File: src/rtl/instruction_decode_pipe.sv
// -----------------------------------------------------------------------------
// instruction_decode_pipe
//
// Decode stage between instruction fetch and execute. It holds a registered
// IF/ID -> EX boundary with a valid/ready handshake. It also holds the
// register file, a write-through bypass from write-back, load-use hazard
// detection and zero/sign immediate extension.
//
// Instruction fields (fixed 16-bit encoding):
//   opcode[15:12]  rs1[11:9]  rd[8:6]  rs2[5:3]  imm[6:0]
// Register index fields are zero-padded or truncated to RA_W bits.
//
// All state changes on the falling edge of clk_n. rst is an asynchronous,
// active-high reset that clears the stage outputs and the register file.
//
// Ports
//   clk_n              in   clock, state updates on falling edge
//   rst                in   asynchronous active-high reset
//   if_valid           in   if_next_addr / if_curr_inst hold a fetched instruction
//   if_next_addr       in   PC+1 of the fetched instruction
//   if_curr_inst       in   fetched instruction word
//   id_ready           out  stage accepts the IF instruction on this edge
//   wb_reg_wea         in   write-back register write enable
//   wb_reg_waddr       in   write-back register index
//   wb_reg_wdata       in   write-back data
//   ex_ready           in   execute consumes id_* on this edge
//   id_valid           out  id_* hold a real instruction
//   id_opcode          out  registered opcode
//   id_next_addr       out  registered PC+1
//   id_register1_data  out  registered rs1 value (bypassed)
//   id_register2_data  out  registered rs2 value (bypassed)
//   id_imm             out  registered extended immediate
//   id_dest_reg_addr   out  registered rd
//   id_stall           out  a load-use bubble is inserted on this edge
// -----------------------------------------------------------------------------
module instruction_decode_pipe #(
  parameter int         DATA_W   = 16,
  parameter int         ADDR_W   = 7,
  parameter int         REG_CNT  = 8,
  parameter bit         IMM_SEXT = 1'b1,
  parameter bit         R0_ZERO  = 1'b0,
  parameter logic [3:0] LOAD_OP  = 4'h8,
  localparam int        RA_W     = (REG_CNT > 1) ? $clog2(REG_CNT) : 1
) (
  input  logic              clk_n,
  input  logic              rst,
  input  logic              if_valid,
  input  logic [ADDR_W-1:0] if_next_addr,
  input  logic [15:0]       if_curr_inst,
  output logic              id_ready,
  input  logic              wb_reg_wea,
  input  logic [RA_W-1:0]   wb_reg_waddr,
  input  logic [DATA_W-1:0] wb_reg_wdata,
  input  logic              ex_ready,
  output logic              id_valid,
  output logic [3:0]        id_opcode,
  output logic [ADDR_W-1:0] id_next_addr,
  output logic [DATA_W-1:0] id_register1_data,
  output logic [DATA_W-1:0] id_register2_data,
  output logic [DATA_W-1:0] id_imm,
  output logic [RA_W-1:0]   id_dest_reg_addr,
  output logic              id_stall
);

  // The array is sized to the full index space so that any index is a legal
  // read. Entries at or above REG_CNT are never written and stay 0.
  localparam int RF_DEPTH = 1 << RA_W;

  // ---------------------------------------------------------------------------
  // Field decode
  // ---------------------------------------------------------------------------
  logic [3:0]        dec_opcode;
  logic [RA_W-1:0]   dec_rs1;
  logic [RA_W-1:0]   dec_rs2;
  logic [RA_W-1:0]   dec_rd;
  logic [DATA_W-1:0] dec_imm;

  assign dec_opcode = if_curr_inst[15:12];
  assign dec_rs1    = RA_W'(if_curr_inst[11:9]);
  assign dec_rs2    = RA_W'(if_curr_inst[5:3]);
  assign dec_rd     = RA_W'(if_curr_inst[8:6]);

  generate
    if (IMM_SEXT) begin : g_imm_sext
      assign dec_imm = {{(DATA_W-7){if_curr_inst[6]}}, if_curr_inst[6:0]};
    end else begin : g_imm_zext
      assign dec_imm = {{(DATA_W-7){1'b0}}, if_curr_inst[6:0]};
    end
  endgenerate

  // ---------------------------------------------------------------------------
  // Register file
  // ---------------------------------------------------------------------------
  logic [DATA_W-1:0]   regs_q [RF_DEPTH];
  logic [RF_DEPTH-1:0] reg_we;

  // Per-entry write enable. Entries beyond REG_CNT, and entry 0 when it is
  // hard-wired to zero, never take a write.
  genvar gi;
  generate
    for (gi = 0; gi < RF_DEPTH; gi++) begin : g_reg_we
      if ((gi >= REG_CNT) || (R0_ZERO && (gi == 0))) begin : g_no_write
        assign reg_we[gi] = 1'b0;
      end else begin : g_write
        assign reg_we[gi] = wb_reg_wea && (wb_reg_waddr == RA_W'(gi));
      end
    end
  endgenerate

  // Writes do not depend on stall or handshake state. Write-back always lands.
  always_ff @(negedge clk_n or posedge rst) begin
    if (rst) begin
      for (int i = 0; i < RF_DEPTH; i++) begin
        regs_q[i] <= '0;
      end
    end else begin
      for (int i = 0; i < RF_DEPTH; i++) begin
        if (reg_we[i]) begin
          regs_q[i] <= wb_reg_wdata;
        end
      end
    end
  end

  // Combinational read with write-through. A write on the same edge as a
  // capture is forwarded, so the captured operand is the new value. The
  // zero-register rule is checked last so that it also wins over the bypass.
  logic [DATA_W-1:0] rd1_data;
  logic [DATA_W-1:0] rd2_data;

  always_comb begin
    rd1_data = regs_q[dec_rs1];
    if (wb_reg_wea && (wb_reg_waddr == dec_rs1)) begin
      rd1_data = wb_reg_wdata;
    end
    if (R0_ZERO && (dec_rs1 == '0)) begin
      rd1_data = '0;
    end

    rd2_data = regs_q[dec_rs2];
    if (wb_reg_wea && (wb_reg_waddr == dec_rs2)) begin
      rd2_data = wb_reg_wdata;
    end
    if (R0_ZERO && (dec_rs2 == '0)) begin
      rd2_data = '0;
    end
  end

  // ---------------------------------------------------------------------------
  // Handshake and hazard
  // ---------------------------------------------------------------------------
  logic              id_valid_q,    id_valid_d;
  logic [3:0]        id_opcode_q,   id_opcode_d;
  logic [ADDR_W-1:0] id_next_q,     id_next_d;
  logic [DATA_W-1:0] id_r1_q,       id_r1_d;
  logic [DATA_W-1:0] id_r2_q,       id_r2_d;
  logic [DATA_W-1:0] id_imm_q,      id_imm_d;
  logic [RA_W-1:0]   id_dest_q,     id_dest_d;

  logic out_fire;
  logic haz;
  logic accept;

  // The output register may load when it is empty or being consumed.
  assign out_fire = !id_valid_q || ex_ready;

  // A load in ID whose destination feeds the incoming instruction cannot
  // forward in time. The incoming instruction waits one slot behind a bubble.
  assign haz = if_valid && id_valid_q && (id_opcode_q == LOAD_OP) &&
               ((id_dest_q == dec_rs1) || (id_dest_q == dec_rs2));

  assign id_ready = out_fire && !haz;
  assign id_stall = out_fire && haz;
  assign accept   = id_ready && if_valid;

  always_comb begin
    id_valid_d  = id_valid_q;
    id_opcode_d = id_opcode_q;
    id_next_d   = id_next_q;
    id_r1_d     = id_r1_q;
    id_r2_d     = id_r2_q;
    id_imm_d    = id_imm_q;
    id_dest_d   = id_dest_q;

    if (out_fire) begin
      if (accept) begin
        id_valid_d  = 1'b1;
        id_opcode_d = dec_opcode;
        id_next_d   = if_next_addr;
        id_r1_d     = rd1_data;
        id_r2_d     = rd2_data;
        id_imm_d    = dec_imm;
        id_dest_d   = dec_rd;
      end else begin
        // Bubble (hazard) or nothing to take. The payload fields hold their
        // old values and only the valid flag drops.
        id_valid_d = 1'b0;
      end
    end
  end

  always_ff @(negedge clk_n or posedge rst) begin
    if (rst) begin
      id_valid_q  <= 1'b0;
      id_opcode_q <= '0;
      id_next_q   <= '0;
      id_r1_q     <= '0;
      id_r2_q     <= '0;
      id_imm_q    <= '0;
      id_dest_q   <= '0;
    end else begin
      id_valid_q  <= id_valid_d;
      id_opcode_q <= id_opcode_d;
      id_next_q   <= id_next_d;
      id_r1_q     <= id_r1_d;
      id_r2_q     <= id_r2_d;
      id_imm_q    <= id_imm_d;
      id_dest_q   <= id_dest_d;
    end
  end

  assign id_valid          = id_valid_q;
  assign id_opcode         = id_opcode_q;
  assign id_next_addr      = id_next_q;
  assign id_register1_data = id_r1_q;
  assign id_register2_data = id_r2_q;
  assign id_imm            = id_imm_q;
  assign id_dest_reg_addr  = id_dest_q;

endmodule
File: config.mk
export PLATFORM = sky130hd
export DESIGN_NAME = instruction_decode_pipe
export DESIGN_NICKNAME = d
export VERILOG_FILES = /design/src/rtl/instruction_decode_pipe.sv
export SDC_FILE = /design/constraint.sdc
export NUM_CORES = 1
export LEC_CHECK = 0
export CAP_MARGIN = 20
export CORE_ASPECT_RATIO = 1.5
export CORE_MARGIN = 1.5
export CORE_UTILIZATION = 51
export CTS_CLUSTER_DIAMETER = 80
export DETAILED_ROUTE_END_ITERATION = 10
export PLACE_DENSITY = 0.77
export SLEW_MARGIN = 0
export SYNTH_ARGS = -nofsm -noshare
export SYNTH_HDL_FRONTEND = slang
export SYNTH_SLANG_ARGS = --single-unit
File: constraint.sdc
create_clock -name clk_n -period 5.5 [get_ports clk_n]
set_input_delay 0.55 -clock clk_n [delete_from_list [all_inputs] [get_ports clk_n]]
set_output_delay 0.55 -clock clk_n [all_outputs]
set_load 0.02 [all_outputs]
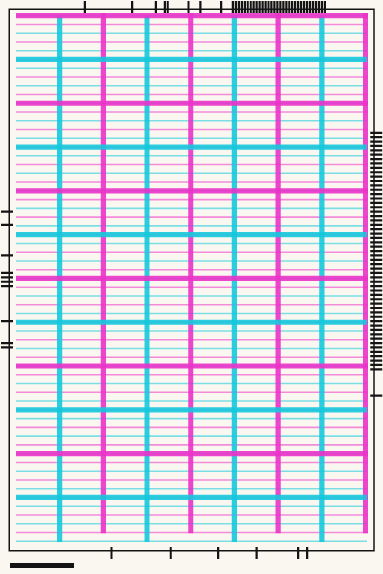
*Supply network, run 1*
The bar under the picture is 20 um long. Pins as bars on the die edge.
VSS -> cyan
VDD -> magenta
met4 straps = 8
met5 straps = 12
rows = 60
signal pins = 112
met1 rails = 61

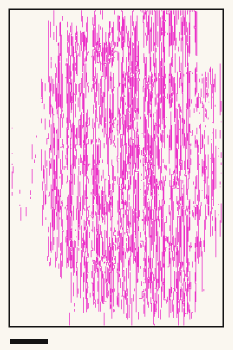
*Metal 2, run 1*
The bar under the picture is 20 um long.
share of all routed wire = 55%
wire length on this layer = 12700 um
nets with wire on the layer = 730
main direction = vertical
longest straight run = 64.9 um

==> results.tsv, run 1 <==
stage	metric	value	unit
run_status	run status	completed	
synth	average footprint of a synthesized cell	13.9	um2
floorplan	Top-Level Pins	112	
setup_path	element type at the critical path end	output pin	
power_and_ir_drop	power density over the cells	382	mW/mm2
synth	area fraction in compound gates after synthesis	0.0551	
route	routed length per instance	23.7	um
synth	fraction of synthesized cell area in xor and xnor cells	0.0114	
synth	dominant non-sequential cell family after synthesis	multiplexers	
synth	number of distinct standard cells referenced by the synthesized netlist	28	
global_routing	via count of the first global-routing pass	6743	
clock_network	total of cells resized after clock tree synthesis	5	
finish	diodes inserted	0	
setup_path	worst setup path startpoint	id_dest_reg_addr[2]	
global_routing	Tot GR Track Use	0.259	
synth	area leader, netlist	dfrtn_1	
finish	post-layout net count	800	
floorplan	horizontal die dimension	113	um
final_timing	smallest hold slack	454	ps
finish	most frequent logic cell in the layout	dfrtn_1	
hold_path	hold endpoint	id_imm[2]	
placed_design	placement-stage cell area	0.0106	mm2
synth	Post-Synthesis Cell Area	0.00922	mm2
global_routing	largest net degree at the start of global routing	59	
clock_network	Clock H-tree levels	4	
synth	total nets after synthesis	711	
route	number of vias after detailed routing	6208	
setup_path	end of the worst register-to-register path	id_dest_reg_addr[0]	
finish	area of all placed cells without fillers	0.0112	mm2
global_routing	number of antenna violations at the first check in global routing	0	
power_and_ir_drop	Net Sw Power	0.00128	W
route	residual DRC count	0	
final_timing	Setup Viol. Count Final	0	
finish	Post-Route Utilization	0.631	
finish	Synth-to-Final Area Change	21.8	%
synth	Synth top cells by count	181 x dfrtn_1, 131 x mux2_2, 93 x o21ai_0	
synth	number of enable flip-flop cells	0	
clock_network	number of buffers created by CTS	17	
setup_path	critical path peak fanout	4	
route	Via density	6.32	
setup_path	type of the worst setup path	flip-flop to output pin	
clock_network	maximum count of clock buffers along a single path	2	
setup_path	critical path data arrival time	4760	ps
hold_path	number of cells on the worst hold path	1	
finish	top logic cells by instance count in the layout	181 x dfrtn_1, 131 x mux2_2, 107 x clkdlybuf4s50_1	
synth	proportion of synthesized area in mux cells	0.372	
power_and_ir_drop	portion of total power attributed to the clock network	0.284	
clock_network	clock tree from TritonCTS	built	
floorplan	Initial Util	0.518	
synth	proportion of register bits with asynchronous set or reset after synthesis	1.00	
synth	Area contributors post-synth	dfrtn_1 49%, mux2_2 16%, mux4_2 16%	
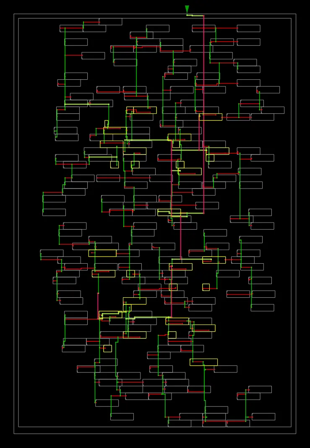
*Clock nets, run 1*
Final Skew: 6.22 ps
sequential cells: 181

## run 1: stage by stage
step	power, W	setup slack (ps)	cells
after floorplan	0.00262	1.55	664
after global placement	0.00301	43.3	950
after CTS	0.00431	9.93	982
after detailed placement	0.00309	15.2	950
final	0.00429	195	983
after global routing	0.00448	18.8	983
## run 1: worst max path at each step
stage,endpoint,slack (ps),cells past startpoint
CTS,id_stall,10,6
detailed placement,id_dest_reg_addr[0],20,7
finish,id_stall,190,6
global placement,id_dest_reg_addr[2],40,7
global route,id_stall,20,6
floorplan,id_dest_reg_addr[0],2,1
## run 1: power by group through the flow
stage               sequential (W)  clock (W)  combinational [W]
detailed placement         0.00191          0            0.00118
CTS                        0.00189    0.00123            0.00119
global placement           0.00187          0            0.00114
finish                     0.00190    0.00122            0.00118
floorplan                  0.00194          0           0.000687
global route               0.00193    0.00128            0.00127
## run 1: sequential cells by signal, indices dropped and copies added (netlist names)
register / cells
id_imm: 6
id_register2_data: 16
id_dest_reg_addr: 3
regs_q: 128
id_register1_data: 16
id_next_addr: 7
id_opcode: 4
id_valid: 1
## run 1: area by class of cell
| cell class | count | area (um2) |
|---|---|---|
| clock inverters | 14 | 161 |
| flip-flops and latches | 181 | 4530 |
| well taps | 217 | 272 |
| repair buffers | 146 | 1520 |
| inverters | 1 | 7.51 |
| clock buffers | 18 | 429 |
| fillers | 1325 | 6560 |
| multi-input cells | 406 | 4310 |
## run 1: per-layer routing
layer  vias up  global-route usage  routed length, um
met3        59              0.0300               1170
met4         0               0.110                637
met1      3229               0.315               8740
met5         -                   0                  0
li1       2646                   -                  -
met2       274               0.466              12700
## run 1: worst max-delay path: stages, from the launching register on
cell and delay (ps):
dfrtn_1 480, xnor2_1 140, nand3_1 140, a2111oi_4 430, buf_6 150, and2_1 110, buf_2 160
--- run 2 (diff from run 1) ---
Settings changed: PLACE_DENSITY 0.77 to 0.83.
==> run 2 against run 1 <==
Against the previous run:
- die size unchanged
- cell count decreased by 0.31%
- critical path depth unchanged
- register-to-register slack improved by 50 ps
- clock skew increased by 2.3 ps
- clock power about the same
- design area about the same
- highest routed layer unchanged
- synthesized cell count unchanged
- sequential share of layout area about the same
- critical path type unchanged
==> results.tsv, run 2 <==
stage	metric	value	unit	change
clock_network	Clock H-tree levels	4		unchanged
floorplan	Top-Level Pins	112		unchanged
global_routing	Tot GR Track Use	0.255		was 0.259
power_and_ir_drop	internal power	0.00305	W	was 0.00301 W
route	Via density	6.37		was 6.32
clock_network	root cell of the clock tree	clkbuf_16		unchanged
route	amount of wire on met3 after detailed routing	1390	um	was 1170 um
finish	area of all placed cells without fillers	0.0112	mm2	about the same
global_routing	met2 demand-to-capacity share in global routing	0.455		was 0.466
hold_path	Hold Path Class	flip-flop to flip-flop		unchanged
setup_path	required time at the endpoint of the critical path	4950	ps	about the same
power_and_ir_drop	overall power consumption	0.00433	W	was 0.00429 W
route	met2 routed WL	12500	um	was 12700 um
synth	proportion of register bits with asynchronous set or reset after synthesis	1.00		unchanged
synth	number of enable flip-flop cells	0		unchanged
floorplan	Initial Util	0.518		unchanged
route	residual DRC count	0		unchanged
finish	Synth-to-Final Area Change	21.7	%	was 21.8%
final_timing	Setup Viol. Count Final	0		unchanged
finish	tally of non-filler cells in the final layout	980		was 983
synth	Area contributors post-synth	dfrtn_1 49%, mux2_2 16%, mux4_2 16%		unchanged
final_timing	RSZ-0062 raised after global routing	false		unchanged
synth	area leader, netlist	dfrtn_1		unchanged
global_routing	via count of the first global-routing pass	6672		was 6743
synth	number of cells in the yosys synthesis report	664		unchanged
floorplan	horizontal die dimension	113	um	unchanged
placed_design	dpl cells	948		was 950
global_routing	global route hottest layer	met2		unchanged
global_routing	GRT met3 Usage	0.0405		was 0.0300
route	ANT nets after route	0		unchanged
synth	Post-Synthesis Cell Area	0.00922	mm2	unchanged
finish	Largest register FFs	128		unchanged
power_and_ir_drop	Net Sw Power	0.00128	W	about the same
route	topmost layer with routed signal wires	met4		unchanged
synth	number of distinct standard cells referenced by the synthesized netlist	28		unchanged
finish	post-layout net count	797		was 800
final_timing	Final Skew	8.56	ps	was 6.22 ps
clock_network	number of buffers created by CTS	17		unchanged
global_routing	grt met1 use	0.289		was 0.315
finish	Post-Route Utilization	0.631		about the same
power_and_ir_drop	portion of total power attributed to the clock network	0.289		was 0.284
power_and_ir_drop	power density over the cells	386	mW/mm2	was 382 mW/mm2
route	number of vias after detailed routing	6244		was 6208
setup_path	CP max stage cell	dfrtn_1		unchanged
route	number of DRC markers in iteration 0	545		was 379
placed_design	worst slack at placement	24.8	ps	was 15.2 ps
run_status	run status	completed		unchanged
global_routing	number of antenna violations at the first check in global routing	1		was 0
setup_path	worst setup path startpoint	id_dest_reg_addr[2]		unchanged
setup_path	critical path data arrival time	4820	ps	was 4760 ps
setup_path	element type at the critical path end	output pin		unchanged
synth	Synth top cells by count	181 x dfrtn_1, 131 x mux2_2, 93 x o21ai_0		unchanged
finish	register ranked first by flip-flop count	regs_q		unchanged
route	routed length per instance	23.7	um	about the same
global_routing	largest net degree at the start of global routing	50		was 59
clock_network	clock tree from TritonCTS	built		unchanged
route	overall routed net length	23300	um	about the same
finish	top logic cells by instance count in the layout	181 x dfrtn_1, 131 x mux2_2, 107 x clkdlybuf4s50_1		unchanged
setup_path	critical path, cell by cell	xnor2_1, nand3_1, a2111oi_4, buf_4, nor2b_1, dlygate4sd2_1		was xnor2_1, nand3_1, a2111oi_4, buf_6, and2_1, buf_2
clock_network	maximum count of clock buffers along a single path	2		unchanged
finish	most frequent logic cell in the layout	dfrtn_1		unchanged
placed_design	placement-stage cell area	0.0106	mm2	about the same
synth	instance tally after logic synthesis	664		unchanged
final_timing	min setup slack post-route	129	ps	was 195 ps
setup_path	Max stage delay on crit path	480	ps	about the same
setup_path	critical path peak fanout	4		unchanged
final_timing	smallest hold slack	435	ps	was 454 ps
route	wire length on met1	8260	um	was 8740 um
synth	total nets after synthesis	711		unchanged
synth	average footprint of a synthesized cell	13.9	um2	unchanged
setup_path	CP Launch Type	flip-flop		unchanged
setup_path	type of the worst setup path	flip-flop to output pin		unchanged
hold_path	number of cells on the worst hold path	1		unchanged
-- run 2: netlist changes by cell type in the layout (fill, tap and decap cells not counted), sizes merged --
| cell | delta |
|---|---|
| dlygate4sd2 | +1 |
| inv | -2 |
| diode | +1 |
| buf | -4 |
| bufinv | +1 |
-- run 2: cell type report --
cell class                 instances  area (um2)
inverter                           1        7.51
timing repair buffer             143        1500
clock inverter                    13         170
fill                            1239        6570
clock buffer                      18         429
sequential                       181        4530
antenna                            1        2.50
multi-input combinational        406        4310
tap                              217         272
-- run 2: power groups by stage --
stage	combinational [W]	clock [W]	sequential, W
6_report	0.00120	0.00125	0.00188
5_1_grt	0.00128	0.00132	0.00191
3_3_place_gp	0.00114	0	0.00186
2_1_floorplan	0.000687	0	0.00194
4_1_cts	0.00121	0.00126	0.00188
3_5_place_dp	0.00119	0	0.00189
-- run 2: final timing paths --
check	endpoint	slack (ps)
hold / removal	id_imm[1]	440
setup / recovery	id_ready	130
min in group asynchronous	id_register2_data[9]	3270
hold reg to reg	id_imm[1]	440
setup reg to reg	id_next_addr[5]	3420
max in group asynchronous	regs_q[101]	1460
-- run 2: kinds of logic (layout without fill, tap and decap cells) --
kind of cell / count (synthesis) / after routing / share of synthesized area
multiplexers: 244 / 244 / 0.372
XOR/XNOR: 12 / 12 / 0.0114
other: 0 / 1 / 0
buffers and inverters: 77 / 175 / 0.0415
flip-flops: 181 / 181 / 0.491
AND/OR/NAND/NOR: 53 / 53 / 0.0289
AND-OR/OR-AND: 97 / 97 / 0.0551
-- run 2: critical path, delay by kind of cell, from the launching register on --
kind	cells	cell delay, ps
simple gates	2	170
compound gates	1	390
buf+inv	2	490
xor+xnor	1	140
flops	1	480
-- run 2: repair_timing --
item,CTS,global route
gates resized,2,2
endpoints found under the setup margin,2,1
buffers inserted,0,0
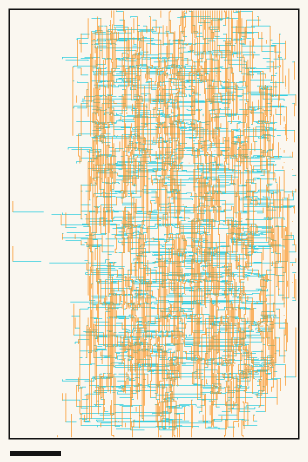
*Metal layers overlaid, run 2*
The bar under the picture is 20 um long. Two of the layers only.
met2 -> orange  # wire length 12500 um
met1 -> cyan  # wire length 8260 um

--- run 3 (diff from run 2) ---
Settings changed: CORE_UTILIZATION 51 to 56, CTS_CLUSTER_SIZE set to 8, PLACE_DENSITY 0.83 to 0.86.
Clock period 5.5 ns to 6 ns, I/O delays scaled along.
==> run 3 against run 2 <==
Against the previous run:
- non-clock buffer count shrank 3
- count of clock-buffer cells in the layout is the same
- total power shrank 8.9%
- global-route usage grew 2.0 points
- utilization grew 5.6 points
- first-iteration DRC count shrank 25%
- hold slack gained 8.5 ps
==> results.tsv, run 3 <==
stage	metric	value	unit	change
run_status	run status	completed		unchanged
final_timing	Setup Viol. Count Final	0		unchanged
synth	average footprint of a synthesized cell	13.9	um2	unchanged
route	overall routed net length	22200	um	was 23300 um
final_timing	RSZ-0062 raised after global routing	false		unchanged
route	number of vias after detailed routing	6161		was 6244
global_routing	Tot GR Track Use	0.275		was 0.255
setup_path	required time at the endpoint of the critical path	5400	ps	was 4950 ps
finish	Synth-to-Final Area Change	20.5	%	was 21.7%
synth	instance tally after logic synthesis	664		unchanged
setup_path	element type at the critical path end	output pin		unchanged
route	residual DRC count	0		unchanged
synth	number of distinct standard cells referenced by the synthesized netlist	28		unchanged
finish	Largest register FFs	128		unchanged
synth	total nets after synthesis	711		unchanged
synth	area leader, netlist	dfrtn_1		unchanged
synth	Post-Synthesis Cell Area	0.00922	mm2	unchanged
clock_network	clock-pin slew on the worst setup and hold paths	50	ps	about the same
global_routing	grt met1 use	0.332		was 0.289
finish	diodes inserted	0		was 1
finish	top logic cells by instance count in the layout	181 x dfrtn_1, 131 x mux2_2, 107 x clkdlybuf4s50_1		unchanged
global_routing	global route hottest layer	met2		unchanged
setup_path	type of the worst setup path	flip-flop to output pin		unchanged
synth	proportion of register bits with asynchronous set or reset after synthesis	1.00		unchanged
placed_design	placement-stage cell area	0.0105	mm2	was 0.0106 mm2
clock_network	total of cells resized after clock tree synthesis	1		was 2
setup_path	Bufs and invs on worst path	2		unchanged
finish	post-layout net count	794		was 797
synth	Synth top cells by count	181 x dfrtn_1, 131 x mux2_2, 93 x o21ai_0		unchanged
global_routing	met2 demand-to-capacity share in global routing	0.477		was 0.455
setup_path	critical path, cell by cell	xnor2_1, nand3_1, a2111oi_4, buf_4, and2_1, dlygate4sd2_1		was xnor2_1, nand3_1, a2111oi_4, buf_4, nor2b_1, dlygate4sd2_1
synth	number of cells in the yosys synthesis report	664		unchanged
clock_network	Late-Pin Clk Latency	400	ps	about the same
floorplan	Top-Level Pins	112		unchanged
route	ANT nets after route	0		unchanged
clock_network	root cell of the clock tree	clkbuf_16		unchanged
synth	Main synth FF type	dfrtn_1		unchanged
setup_path	critical path peak fanout	4		unchanged
clock_network	maximum count of clock buffers along a single path	2		unchanged
job	Tool Warnings	28		was 26
floorplan	Initial Util	0.570		was 0.518
setup_path	CP Launch Type	flip-flop		unchanged
route	amount of wire on met3 after detailed routing	1380	um	was 1390 um
finish	Seq. cell area	0.00453	mm2	unchanged
global_routing	GRT met3 Usage	0.0522		was 0.0405
route	routed length per instance	23.0	um	was 23.7 um
global_routing	via count of the first global-routing pass	6677		was 6672
clock_network	post-CTS repair timing setup buffer count	0		unchanged
finish	number of inserted filler cells in the final layout	1034		was 1239
final_timing	count of final max-slew check failures	0		unchanged
setup_path	CP delay by family, top	flip-flops		was buffers and inverters
global_routing	largest net degree at the start of global routing	126		was 50
floorplan	die outline area	0.0173	mm2	was 0.0189 mm2
route	Via density	6.38		was 6.37
hold_path	Hold Path Class	flip-flop to flip-flop		unchanged
final_timing	relative max-transition margin	0.535		was 0.469
final_timing	Final Skew	7.39	ps	was 8.56 ps
synth	top-area cell type share of the netlist area	0.491		unchanged
clock_network	number of sinks on the clock net	181		unchanged
finish	fraction of final layout cells sized beyond drive strength 1	0.349		was 0.350
clock_network	Clock H-tree levels	4		unchanged
finish	most frequent logic cell in the layout	dfrtn_1		unchanged
synth	YS chip area	0.00922	mm2	unchanged
setup_path	Max stage delay on crit path	520	ps	was 480 ps
finish	Multi-input gate area	0.00431	mm2	unchanged
power_and_ir_drop	power density over the cells	355	mW/mm2	was 386 mW/mm2
route	number of DRC markers in iteration 0	411		was 545
setup_path	CP max stage cell	dfrtn_1		unchanged
clock_network	number of buffers created by CTS	17		unchanged
route	topmost layer with routed signal wires	met4		unchanged
finish	register ranked first by flip-flop count	regs_q		unchanged
route	wire length on met1	8280	um	was 8260 um
setup_path	critical path data arrival time	5220	ps	was 4820 ps
finish	area of all placed cells without fillers	0.0111	mm2	was 0.0112 mm2
clock_network	clock tree from TritonCTS	built		unchanged
synth	most frequent cell after synthesis	dfrtn_1		unchanged
synth	Area contributors post-synth	dfrtn_1 49%, mux2_2 16%, mux4_2 16%		unchanged
synth	number of enable flip-flop cells	0		unchanged
global_routing	number of antenna violations at the first check in global routing	0		was 1
route	met2 routed WL	11900	um	was 12500 um
-- run 3: cell type report --
class / count / share of cell area
Clock buffer: 18 / 0.0395
Sequential cell: 181 / 0.408
Inverter: 1 / 0.000676
Timing Repair Buffer: 140 / 0.126
Clock inverter: 14 / 0.0153
Multi-Input combinational cell: 406 / 0.388
Tap cell: 206 / 0.0232
-- run 3: cells by family (layout without fill, tap and decap cells) --
logic type | after synthesis | in the layout | synth area share
buffers and inverters | 77 | 173 | 0.0415
DFF | 181 | 181 | 0.491
muxes | 244 | 244 | 0.372
and+or+nand+nor | 53 | 53 | 0.0289
AOI/OAI and AO/OA | 97 | 97 | 0.0551
xor gates and xnor gates | 12 | 12 | 0.0114
-- run 3: final timing paths --
| kind | cells past startpoint | to | slack, ps | from |
|---|---|---|---|---|
| max in group asynchronous | 3 | regs_q[43] | 1810 | rst |
| worst min-delay path | 1 | id_imm[1] | 440 | id_imm[1] |
| min in group asynchronous | 3 | id_register1_data[10] | 3620 | rst |
| worst max-delay path | 6 | id_stall | 180 | id_dest_reg_addr[2] |
| worst max register to register | 6 | id_imm[5] | 3820 | id_dest_reg_addr[2] |
| worst min register to register | 1 | id_imm[1] | 440 | id_imm[1] |
-- run 3: metrics by stage --
stage / hold slack (ps) / worst slack (ps) / total power [W] / utilization / instances
floorplan: 452 / 202 / 0.00240 / - / 664
global placement: 433 / 217 / 0.00274 / 0.649 / 934
detailed placement: 448 / 169 / 0.00281 / 0.649 / 934
CTS: 448 / 31.2 / 0.00396 / 0.686 / 966
global route: 471 / 74.4 / 0.00412 / 0.686 / 966
finish: 444 / 180 / 0.00395 / 0.686 / 966
-- run 3: report_power, final --
part	internal [W]	leakage (nW)	switching, W
clock	0.000639	0.287	0.000501
combinational	0.000608	2.14	0.000465
sequential	0.00152	2.18	0.000211
total	0.00277	4.61	0.00118
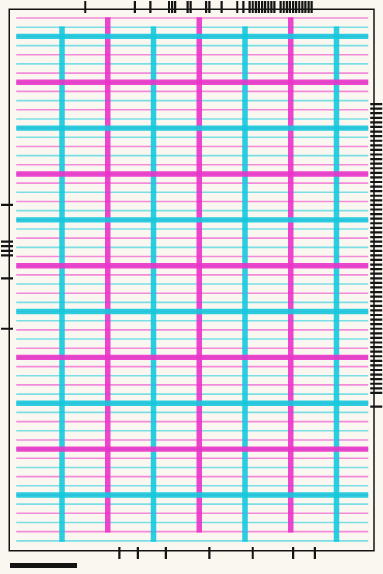
*Supply network, run 3*
The bar under the picture is 20 um long. Pins as bars on the die edge.
VDD -> magenta
VSS -> cyan
signal pins = 112
met5 straps = 11
horizontal die dimension: 108 um
die outline height: 160 um
worst vdd ir: 0.205 mV
Core Region: 0.0162 mm2

No activity file was given, so power comes from the tool's default toggle rates.
